==> config.mk <==
export PLATFORM = sky130hd
export DESIGN_NAME = pipe_hazard_ctrl
export DESIGN_NICKNAME = d
export VERILOG_FILES = /design/src/rtl/pipe_ctrl_pkg.sv /design/src/rtl/sat_counter.sv /design/src/rtl/pipe_hazard_ctrl.sv
export SDC_FILE = /design/constraint.sdc
export NUM_CORES = 1
export LEC_CHECK = 0
export CORE_ASPECT_RATIO = 0.7
export CORE_MARGIN = 10
export CORE_UTILIZATION = 45
export DETAILED_ROUTE_END_ITERATION = 16
export GPL_ROUTABILITY_DRIVEN = 0
export GPL_TIMING_DRIVEN = 0
export PLACE_DENSITY = 0.76
export SLEW_MARGIN = 20
export SYNTH_ARGS = -nofsm -noshare
export SYNTH_HDL_FRONTEND = slang
export SYNTH_HIERARCHICAL = 1
export SYNTH_SLANG_ARGS = --single-unit
==> constraint.sdc <==
create_clock -name clk -period 1.8 [get_ports clk]
set_clock_uncertainty 0.2 [all_clocks]
set_input_delay 0.18 -clock clk [delete_from_list [all_inputs] [get_ports clk]]
set_output_delay 0.18 -clock clk [all_outputs]
set_load 0.03 [all_outputs]
==> src/rtl/pipe_ctrl_pkg.sv <==
// Shared types and constants for the pipeline interlock sequencer.
package pipe_ctrl_pkg;

  typedef enum logic [1:0] {
    RUN     = 2'd0,
    LU_HOLD = 2'd1,
    FLUSHED = 2'd2
  } ctrl_state_e;

  localparam logic [31:0] NOP = 32'b0;

  // A fresh load-use stall may only start outside the post-stall hold cycle.
  function automatic logic lu_stall_allowed(input ctrl_state_e s);
    return (s != LU_HOLD);
  endfunction

endpackage

==> src/rtl/sat_counter.sv <==
// Saturating up-counter with asynchronous active-low clear; sticks at all-ones.
module sat_counter #(
  parameter int CNT_W = 16
) (
  input  logic             clk,
  input  logic             rst_n,
  input  logic             inc_i,
  output logic [CNT_W-1:0] cnt_o
);

  localparam logic [CNT_W-1:0] CNT_MAX = {CNT_W{1'b1}};
  localparam logic [CNT_W-1:0] CNT_ONE = {{(CNT_W-1){1'b0}}, 1'b1};

  logic [CNT_W-1:0] cnt_q;
  logic [CNT_W-1:0] cnt_d;

  // Next count: increment unless already saturated.
  always_comb begin
    cnt_d = cnt_q;
    if (inc_i && (cnt_q != CNT_MAX)) begin
      cnt_d = cnt_q + CNT_ONE;
    end else begin
      cnt_d = cnt_q;
    end
  end

  // Count register.
  always_ff @(posedge clk or negedge rst_n) begin
    if (!rst_n) begin
      cnt_q <= {CNT_W{1'b0}};
    end else begin
      cnt_q <= cnt_d;
    end
  end

  assign cnt_o = cnt_q;

endmodule

==> src/rtl/pipe_hazard_ctrl.sv <==
// Pipeline interlock sequencer: load-use stalls, redirect flushes, memory freeze,
// plus saturating debug counters and a sticky protocol-error flag.
module pipe_hazard_ctrl
  import pipe_ctrl_pkg::*;
#(
  parameter int CNT_W = 16
) (
  input  logic             clk,
  input  logic             rst_n,
  input  logic             is_lw_i,
  input  logic             pcsel_i,
  input  logic             mem_busy_i,
  output logic             pc_we_o,
  output logic             if_id_we_o,
  output logic             id_ex_we_o,
  output logic             ex_ma_we_o,
  output logic             ma_wb_we_o,
  output logic             ma_bubble_o,
  output logic             flush_o,
  output logic [CNT_W-1:0] stall_cnt_o,
  output logic [CNT_W-1:0] flush_cnt_o,
  output logic             hazard_err_o
);

  ctrl_state_e state_q, state_d;
  logic        hazard_err_q, hazard_err_d;
  logic        stall_evt_s, flush_evt_s, illegal_lu_s;

  // Request decode in priority order: busy, redirect, load-use.
  always_comb begin
    flush_evt_s  = 1'b0;
    stall_evt_s  = 1'b0;
    illegal_lu_s = 1'b0;
    if (mem_busy_i) begin
      flush_evt_s = 1'b0;
    end else if (pcsel_i) begin
      flush_evt_s = 1'b1;
    end else if (is_lw_i) begin
      stall_evt_s  = lu_stall_allowed(state_q);
      illegal_lu_s = (state_q != RUN);
    end else begin
      stall_evt_s = 1'b0;
    end
  end

  // State register.
  always_ff @(posedge clk or negedge rst_n) begin
    if (!rst_n) begin
      state_q      <= RUN;
      hazard_err_q <= 1'b0;
    end else begin
      state_q      <= state_d;
      hazard_err_q <= hazard_err_d;
    end
  end

  // Next-state logic; a freeze holds whatever state we are in.
  always_comb begin
    state_d      = state_q;
    hazard_err_d = hazard_err_q | illegal_lu_s;
    case (state_q)
      RUN, LU_HOLD, FLUSHED: begin
        if (mem_busy_i) begin
          state_d = state_q;
        end else if (flush_evt_s) begin
          state_d = FLUSHED;
        end else if (stall_evt_s) begin
          state_d = LU_HOLD;
        end else begin
          state_d = RUN;
        end
      end
      default: state_d = RUN;
    endcase
  end

  // Output decode; while in reset the outputs show the idle RUN values.
  always_comb begin
    pc_we_o     = 1'b1;
    if_id_we_o  = 1'b1;
    id_ex_we_o  = 1'b1;
    ex_ma_we_o  = 1'b1;
    ma_wb_we_o  = 1'b1;
    ma_bubble_o = 1'b0;
    flush_o     = 1'b0;
    if (!rst_n) begin
      flush_o = 1'b0;
    end else if (mem_busy_i) begin
      pc_we_o    = 1'b0;
      if_id_we_o = 1'b0;
      id_ex_we_o = 1'b0;
      ex_ma_we_o = 1'b0;
      ma_wb_we_o = 1'b0;
    end else if (flush_evt_s) begin
      flush_o = 1'b1;
    end else if (stall_evt_s) begin
      pc_we_o     = 1'b0;
      if_id_we_o  = 1'b0;
      id_ex_we_o  = 1'b0;
      ma_bubble_o = 1'b1;
    end else begin
      flush_o = 1'b0;
    end
  end

  sat_counter #(.CNT_W(CNT_W)) u_stall_cnt (
    .clk   (clk),
    .rst_n (rst_n),
    .inc_i (stall_evt_s),
    .cnt_o (stall_cnt_o)
  );

  sat_counter #(.CNT_W(CNT_W)) u_flush_cnt (
    .clk   (clk),
    .rst_n (rst_n),
    .inc_i (flush_evt_s),
    .cnt_o (flush_cnt_o)
  );

  assign hazard_err_o = hazard_err_q;

endmodule

==> results.sh, run 1 <==
# physical design summary
export IMPL_syn_area_sq_um=1920
export IMPL_ys_area_sq_um=1920
export IMPL_dp_hpwl_mm=3.89
export IMPL_yosys_area_top_type_share=0.457
export IMPL_die_y_um=74.6
export IMPL_ys_flops=35
export IMPL_status="completed"
export IMPL_ctsLongestPathBuffers=2
export IMPL_p_leak_nw=1.40
export IMPL_grt_pass1_vias=1686
export IMPL_fill_cells=280
export IMPL_ys_warnings_count=6
export IMPL_cts_tree="yes"
export IMPL_worstPathMaxFanout=3
export IMPL_clk_pin_slew_worst_paths_ns=0.07
export IMPL_final_hold_viol_count=0
export IMPL_avgSynthCellArea_sq_um=11.5
export IMPL_design_area_sq_um=2760
export IMPL_nNetsFinal=234
export IMPL_async_flop_share=1.00
export IMPL_grt_max_degree=24
export IMPL_vias=1646
export IMPL_worstMarginPinSlew_ns=0.741
export IMPL_end_kind="register"
export IMPL_dp_cells=263
export IMPL_worstPathCellList="nor2b_4 -> nor2_4 -> buf_6 -> and3_4 -> and4_4 -> o211ai_1 -> o21a_1"
export IMPL_io_buffers=44
export IMPL_grt_overflow=0
export IMPL_drt_iter0_markers=119
export IMPL_relSlewSlack=0.505
export IMPL_syn_inst=166
export IMPL_drcViolationCount=0
export IMPL_critPathMaxStageDelay_ns=0.38
export IMPL_rows=19
==> run 1: layout by cell type, fill, tap and decap left out, drive strengths merged <==
cell type	synthesis	routed
bufinv	0	1
and2	2	2
nand4	20	20
clkinv	0	1
ha	2	2
nor4	4	4
nor2b	2	2
a32oi	2	2
clkdlybuf4s50	0	4
dlygate4sd2	0	20
o21bai	1	1
o31ai	2	2
xnor2	10	10
and2b	1	1
clkbuf	0	6
buf	3	19
o21a	10	10
o21ai	4	4
or3b	1	1
dfrtp	35	35
nor3	2	2
xor2	4	4
o211ai	2	2
and3	4	4
a21oi	6	6
dlymetal6s2s	0	13
a31oi	6	6
and4	6	6
dlygate4sd3	0	1
and4b	2	2
nand2	10	10
nor2	9	9
nor3b	1	1
a211oi	1	1
mux2	2	2
nand3	12	12
==> run 1: final timing paths <==
check                              from  slack, ns                    end
min                             pcsel_i       0.01             state_q[1]
max                          state_q[0]      0.009   u_stall_cnt/cnt_o[5]
min in group asynchronous         rst_n       0.33   u_stall_cnt/cnt_o[7]
min reg2reg                hazard_err_o       0.29           hazard_err_o
max in group asynchronous         rst_n       0.49  u_flush_cnt/cnt_o[13]
max reg2reg                  state_q[0]      0.009   u_stall_cnt/cnt_o[5]
==> run 1: final cells by class <==
| type | count | area (sq um) | area share |
|---|---|---|---|
| multi-input cells | 128 | 1110 | 0.402 |
| repair buffers | 54 | 539 | 0.195 |
| flip-flops and latches | 35 | 907 | 0.328 |
| well taps | 52 | 65.1 | 0.0235 |
| clock buffers | 6 | 82.6 | 0.0299 |
| plain buffers | 3 | 22.5 | 0.00815 |
| clock inverters | 2 | 35.0 | 0.0127 |
==> run 1: cells by family after synthesis <==
kind of cell    after synthesis  share of synthesized area
flops                        35                      0.457
fa+ha+maj                     2                     0.0131
buf+inv                       3                     0.0118
compound gates               34                      0.132
mux                           2                     0.0118
xor+xnor                     14                     0.0640
simple gates                 76                      0.310
==> run 1: metal layers <==
layer  routed length [um]  up-vias  track usage
met5                    0        -            0
met4                  119        0       0.0675
met3                  272       11       0.0472
met2                 2700       40        0.243
met1                 2340      827        0.185
li1                     -      768            -
==> run 1: per-stage QoR <==
stage	utilization	power, W
floorplan	-	0.00152
global placement	0.611	0.00185
detailed placement	0.617	0.00191
CTS	0.658	0.00264
global route	0.688	0.00284
finish	0.688	0.00269
==> run 1: repair_timing <==
action                                  in CTS  in global routing
pin swaps                                    6                  4
hold buffers                                 1                  0
setup buffers                                6                  2
endpoints found under the setup margin      43                 25
gates resized                               65                 29
hold endpoints to repair                    35                  0
==> run 1: critical path: cells and delay by family (launching register included) <==
kind | cells | cell delay, ns
DFF | 1 | 0.38
and+or+nand+nor | 4 | 0.77
AOI/OAI and AO/OA | 2 | 0.20
buffers and inverters | 1 | 0.14
==> run 1: sequential cells by signal, summed over array words and instances, names as in the netlist <==
signal             cells
u_flush_cnt/cnt_o     16
u_stall_cnt/cnt_o     16
hazard_err_o           1
state_q                2
==> run 1: power breakdown <==
part | internal [W] | switching [W] | total (W)
combinational | 0.000345 | 0.000478 | 0.000823
clock | 0.000448 | 0.000299 | 0.000747
sequential | 0.000915 | 0.000209 | 0.00112
Figure 1. Register map, names as in the netlist (run 1).
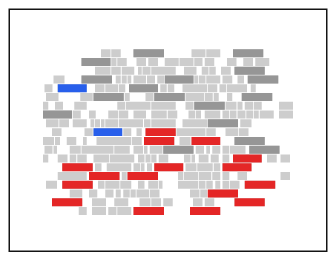
[red] u_flush_cnt/cnt_o | flops: 16
[blue] state_q | flops: 2
Util after Layout: 0.688
flop share of the area: 0.328
Reg area: 907 sq um
sequential power: 0.00112 W

Figure 2. Clock wiring as the flow saved it (run 1).
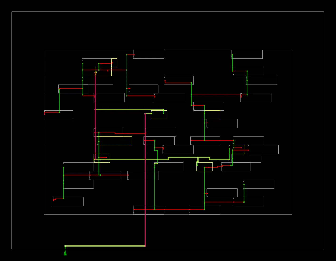
Clk. pwr: 0.000747 W
CTS Buf Count: 5
CLK BUF: 6
clk sink count: 35

Figure 3. Routed metal, one color a layer (run 1).
The bar under the picture is 20 um long.
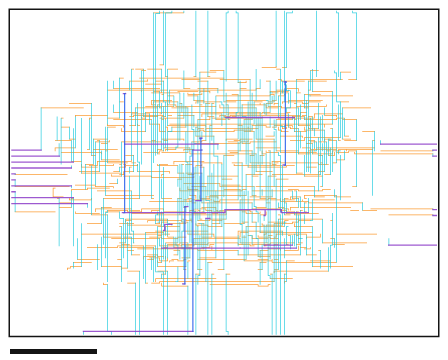
[purple] metal 3 | wire length: 272 um
[orange] metal 1 | wire length: 2340 um
[cyan] metal 2 | wire length: 2700 um
[blue] metal 4 | wire length: 120 um

Figure 4. Pin placement (run 1).
Pins as bars across the die edge, other pins in gray.
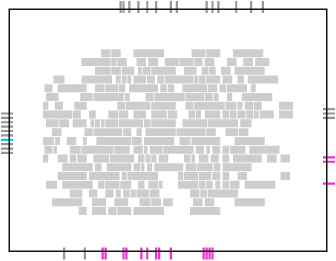

==> run 2, diff against run 1 <==
--- a/config.mk
+++ b/config.mk
@@ -12,7 +12,7 @@
 export GPL_ROUTABILITY_DRIVEN = 0
 export GPL_TIMING_DRIVEN = 0
 export PLACE_DENSITY = 0.76
-export SLEW_MARGIN = 20
+export SLEW_MARGIN = 5
 export SYNTH_ARGS = -nofsm -noshare
 export SYNTH_HDL_FRONTEND = slang
 export SYNTH_HIERARCHICAL = 1
Figure 5. Pin placement (run 2).
Pins as bars across the die edge, other pins in gray.
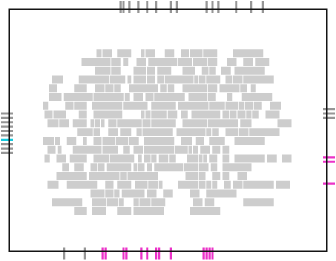
[cyan] pcsel_i | pins: 1 | direction: input | edge: left
[magenta] flush_cnt_o | pins: 16 | direction: output | edge: 13 bottom, 3 right
all pins by edge: 15 bottom, 14 top, 10 left, 6 right
die x size: 98.0 um
port bufs: 44
Die Ht: 74.6 um

==> run 2 against run 1 <==
Sequential share of layout area up 0.29 points. Power down 4.4%. Via count up 2.8%. Synthesized cell count unchanged. Combinational power down 1%. Clock-buffer cell count up 2. Largest cell class unchanged. Critical path type unchanged.
==> results.sh, run 2 <==
# physical design summary
export IMPL_status="completed"
export IMPL_most_common_layout_cells="dfrtp_2, dlygate4sd2_1, nand4_1, dlymetal6s2s_1"
export IMPL_drcViolationCount=0
export IMPL_grt_pass1_vias=1699
export IMPL_r2r_start="state_q[0]"
export IMPL_r2r_end="u_stall_cnt/cnt_o[7]"
export IMPL_adder_share=0.0131
export IMPL_final_hold_viol_count=0
export IMPL_cts_tree="yes"
export IMPL_p_leak_nw=1.40
export IMPL_ys_warnings_count=6
export IMPL_async_flop_share=1.00
export IMPL_rows=19
export IMPL_xor_share=0.0640
export IMPL_clk_pin_slew_worst_paths_ns=0.07
export IMPL_numCtsBuffers=5
export IMPL_fill_cells=298
export IMPL_synthAoiAreaFrac=0.132
export IMPL_nNetsFinal=234
export IMPL_startpoint="state_q[0]"
export IMPL_ys_area_sq_um=1920
## run 2: cell counts after synthesis
No cell type changed its count.
## run 2: worst min-delay path by stage
stage	slack (ns)	endpoint	cells past startpoint
after floorplan	-0.32	hazard_err_o	0
after global placement	0.27	hazard_err_o	1
after detailed placement	0.13	u_flush_cnt/cnt_o[1]	1
after CTS	0.02	state_q[1]	3
after global routing	0.05	state_q[1]	3
final	0.02	state_q[1]	3
## run 2: cell type report
cell class / count / share of cell area
plain buffers: 3 / 0.00821
clock buffers: 8 / 0.0365
multi-input cells: 128 / 0.403
flip-flops and latches: 35 / 0.331
well taps: 52 / 0.0237
repair buffers: 54 / 0.197
## run 2: logic make-up (layout without fill, tap and decap cells)
group,after synthesis,count (layout)
DFF,35,35
xor gates and xnor gates,14,14
AOI/OAI and AO/OA,34,34
buffers and inverters,3,65
and+or+nand+nor,76,76
muxes,2,2
adders and majority gates,2,2
## run 2: where the power goes
group | internal (W) | total [W] | leakage (nW) | switching (W)
combinational | 0.000342 | 0.000812 | 0.921 | 0.000470
clock | 0.000349 | 0.000628 | 0.0515 | 0.000279
sequential | 0.000917 | 0.00113 | 0.426 | 0.000218
## run 2: timing repair
item | CTS | global route
hold endpoints to repair | 35 | 0
setup buffers | 7 | 1
setup endpoints to repair | 41 | 28
resized | 65 | 31
pin swaps | 8 | 3
hold buffers | 2 | 0
## run 2: routing by layer
| metal | track usage | wire (um) | up-vias |
|---|---|---|---|
| met1 | 0.172 | 2220 | 845 |
| met2 | 0.243 | 2730 | 66 |
| met3 | 0.0389 | 370 | 11 |
| met4 | 0.0772 | 121 | 0 |
| met5 | 0 | 0 | - |
| li1 | - | - | 770 |
## run 2: critical path, stage by stage (launching register included)
cell     delay [ns]
dfrtp_1        0.39
nor2b_4        0.14
nor2_4         0.13
buf_6          0.13
and3_4         0.22
and4_4         0.26
a31oi_2        0.09
a31oi_1        0.14
## run 2: stage by stage
stage | instances | hold WS (ns) | utilization | total power [W]
3_5_place_dp | 262 | 0.134 | 0.610 | 0.00189
2_1_floorplan | 166 | -0.316 | - | 0.00152
6_report | 280 | 0.0165 | 0.683 | 0.00257
4_1_cts | 279 | 0.0206 | 0.659 | 0.00255
5_1_grt | 280 | 0.0463 | 0.683 | 0.00271
3_3_place_gp | 262 | 0.269 | 0.611 | 0.00185
Figure 6. Routed metal, one color a layer (run 2).
The bar under the picture is 20 um long.
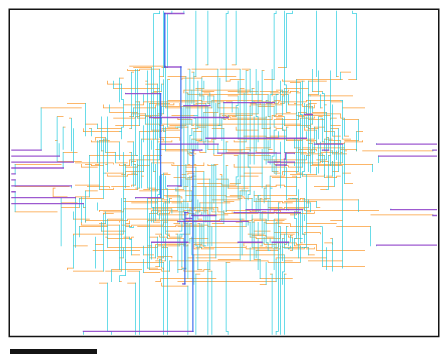

==> run 3, diff against run 2 <==
--- a/config.mk
+++ b/config.mk
@@ -7,11 +7,12 @@
 export LEC_CHECK = 0
 export CORE_ASPECT_RATIO = 0.7
 export CORE_MARGIN = 10
-export CORE_UTILIZATION = 45
+export CORE_UTILIZATION = 40
+export CTS_CLUSTER_SIZE = 14
 export DETAILED_ROUTE_END_ITERATION = 16
 export GPL_ROUTABILITY_DRIVEN = 0
 export GPL_TIMING_DRIVEN = 0
-export PLACE_DENSITY = 0.76
+export PLACE_DENSITY = 0.69
 export SLEW_MARGIN = 5
 export SYNTH_ARGS = -nofsm -noshare
 export SYNTH_HDL_FRONTEND = slang
==> constraint.sdc (replaced) <==
create_clock -name clk -period 1.8 [get_ports clk]
set_clock_uncertainty 0.2 [all_clocks]
set_input_delay 0.36 -clock clk [delete_from_list [all_inputs] [get_ports clk]]
set_output_delay 0.36 -clock clk [all_outputs]
set_load 0.03 [all_outputs]
Figure 7. Routed metal, one color a layer (run 3).
The bar under the picture is 20 um long.
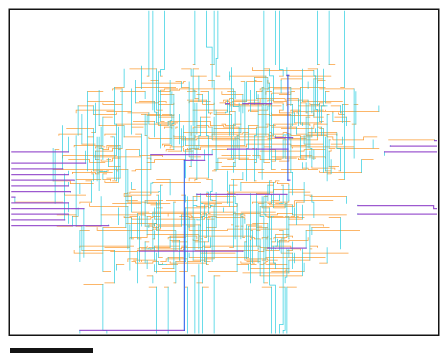
[blue] metal 4 | wire length: 66.0 um
[cyan] metal 2 | wire length: 2390 um
[orange] metal 1 | wire length: 2240 um
[purple] metal 3 | wire length: 370 um

==> run 3 against run 2 <==
The flow now finishes with violations (setup timing). Flip-flop count stayed put. Wire length decreased by 7.0%. Core utilization shrank 6.3 points. Highest routed layer unchanged.
==> results.sh, run 3 <==
# physical design summary
export IMPL_grt_max_degree=36
export IMPL_first_pass_iters=4
export IMPL_grt_pass1_vias=1574
export IMPL_fill_cells=378
export IMPL_ys_flops=35
export IMPL_final_hold_viol_count=0
export IMPL_grt_overflow=0
export IMPL_dieWidth_um=103
export IMPL_clk_pin_slew_worst_paths_ns=0.08
export IMPL_cts_sinks=35
export IMPL_drcViolationCount=0
export IMPL_fin_ws_ns=-0.134
export IMPL_ys_warnings_count=6
export IMPL_finalSetupViolCount=13
export IMPL_violations="setup timing"
export IMPL_async_flop_share=1.00
export IMPL_dp_hpwl_mm=3.59
export IMPL_most_common_layout_cells="dlygate4sd2_1, dfrtp_2, nand4_1, buf_6, dfrtp_1"
export IMPL_end_kind="output port"
export IMPL_cts_tree="yes"
export IMPL_die_y_um=77.9
export IMPL_layout_top_cell="dlygate4sd2_1"
export IMPL_p_leak_nw=1.26
export IMPL_drt_iter0_markers=76
export IMPL_syn_area_sq_um=1920
export IMPL_worst_hold_slack_ns=0.160
export IMPL_numCtsBuffers=5
export IMPL_io_buffers=44
export IMPL_yosysSeqAreaShare=0.457
export IMPL_status="finished, violations left"
export IMPL_rows=20
export IMPL_worstMarginPinSlew_ns=0.462
export IMPL_maxCapViolations=0
export IMPL_vias=1615
export IMPL_syn_inst=166
export IMPL_worstPathMaxFanout=3
export IMPL_h_tree_depth=2
export IMPL_rsz0062_at_grt="yes"
export IMPL_design_area_sq_um=2780
export IMPL_fin_tns_setup_ns=-0.697
export IMPL_avgSynthCellArea_sq_um=11.5
export IMPL_ctsLongestPathBuffers=2
export IMPL_ff_type="dfrtp_1"
export IMPL_holdPathStages=3
export IMPL_yosys_area_top_type_share=0.457
export IMPL_drive_above_1_share=0.412
export IMPL_ys_area_sq_um=1920
export IMPL_relSlewSlack=0.691
export IMPL_nNetsFinal=239
run 3: cell counts after synthesis:
No cell type changed its count.
run 3: critical path, cell delays in order (launching register included):
cell and delay, ns:
dfrtp_1 0.40, nor2b_4 0.14, nor3b_2 0.19, o21ai_2 0.09, buf_4 0.14, buf_6 0.13
run 3: logic make-up after synthesis:
kind of cell             share of synthesized area
AND/OR/NAND/NOR                              0.310
flip-flops                                   0.457
AND-OR/OR-AND                                0.132
XOR/XNOR                                    0.0640
buffers and inverters                       0.0118
multiplexers                                0.0118
adder cells (fa/ha/maj)                     0.0131
run 3: per-layer routing:
| layer | vias to the layer above | share of wire | global-route usage |
|---|---|---|---|
| met5 | - | 0 | 0 |
| met4 | 0 | 0.013 | 0.0492 |
| met3 | 5 | 0.073 | 0.0460 |
| met2 | 40 | 0.47 | 0.188 |
| met1 | 793 | 0.44 | 0.165 |
| li1 | 777 | - | - |
run 3: path summary, 6_finish.rpt:
path	from	end	slack, ns
max in group asynchronous	rst_n	u_flush_cnt/cnt_o[11]	0.77
setup reg to reg	state_q[0]	u_stall_cnt/cnt_o[5]	-0.12
setup / recovery	state_q[0]	pc_we_o	-0.13
hold reg to reg	hazard_err_o	hazard_err_o	0.29
min in group asynchronous	rst_n	state_q[0]	0.43
hold / removal	mem_busy_i	state_q[1]	0.16
run 3: layout make-up:
class	count	area [sq um]	area share
Timing Repair Buffer	59	552	0.199
Sequential cell	35	906	0.326
Multi-Input combinational cell	128	1130	0.407
Tap cell	55	68.8	0.0248
Clock buffer	8	100	0.0360
Buffer	3	22.5	0.00810
run 3: repair_timing:
action / 4_1_cts / 5_1_grt
endpoints found under the hold margin: 35 / 0
pin swaps: 13 / 8
endpoints found under the setup margin: 66 / 21
buffers inserted: 11 / 2
hold buffers: 2 / 0
resized: 102 / 14
run 3: per-stage QoR:
| stage | total power, W | utilization | instances |
|---|---|---|---|
| after global routing | 0.00267 | 0.620 | 288 |
| after floorplan | 0.00153 | - | 166 |
| after detailed placement | 0.00189 | 0.550 | 265 |
| after global placement | 0.00187 | 0.551 | 265 |
| after CTS | 0.00252 | 0.603 | 286 |
| final | 0.00256 | 0.620 | 288 |
run 3: where the power goes:
group,leakage (nW),switching [W],internal [W]
Clock,0.0515,0.000293,0.000350
Sequential,0.429,0.000205,0.000915
Combinational,0.781,0.000477,0.000319
Total,1.26,0.000974,0.00158
Power is estimated from default activity; no workload was simulated.
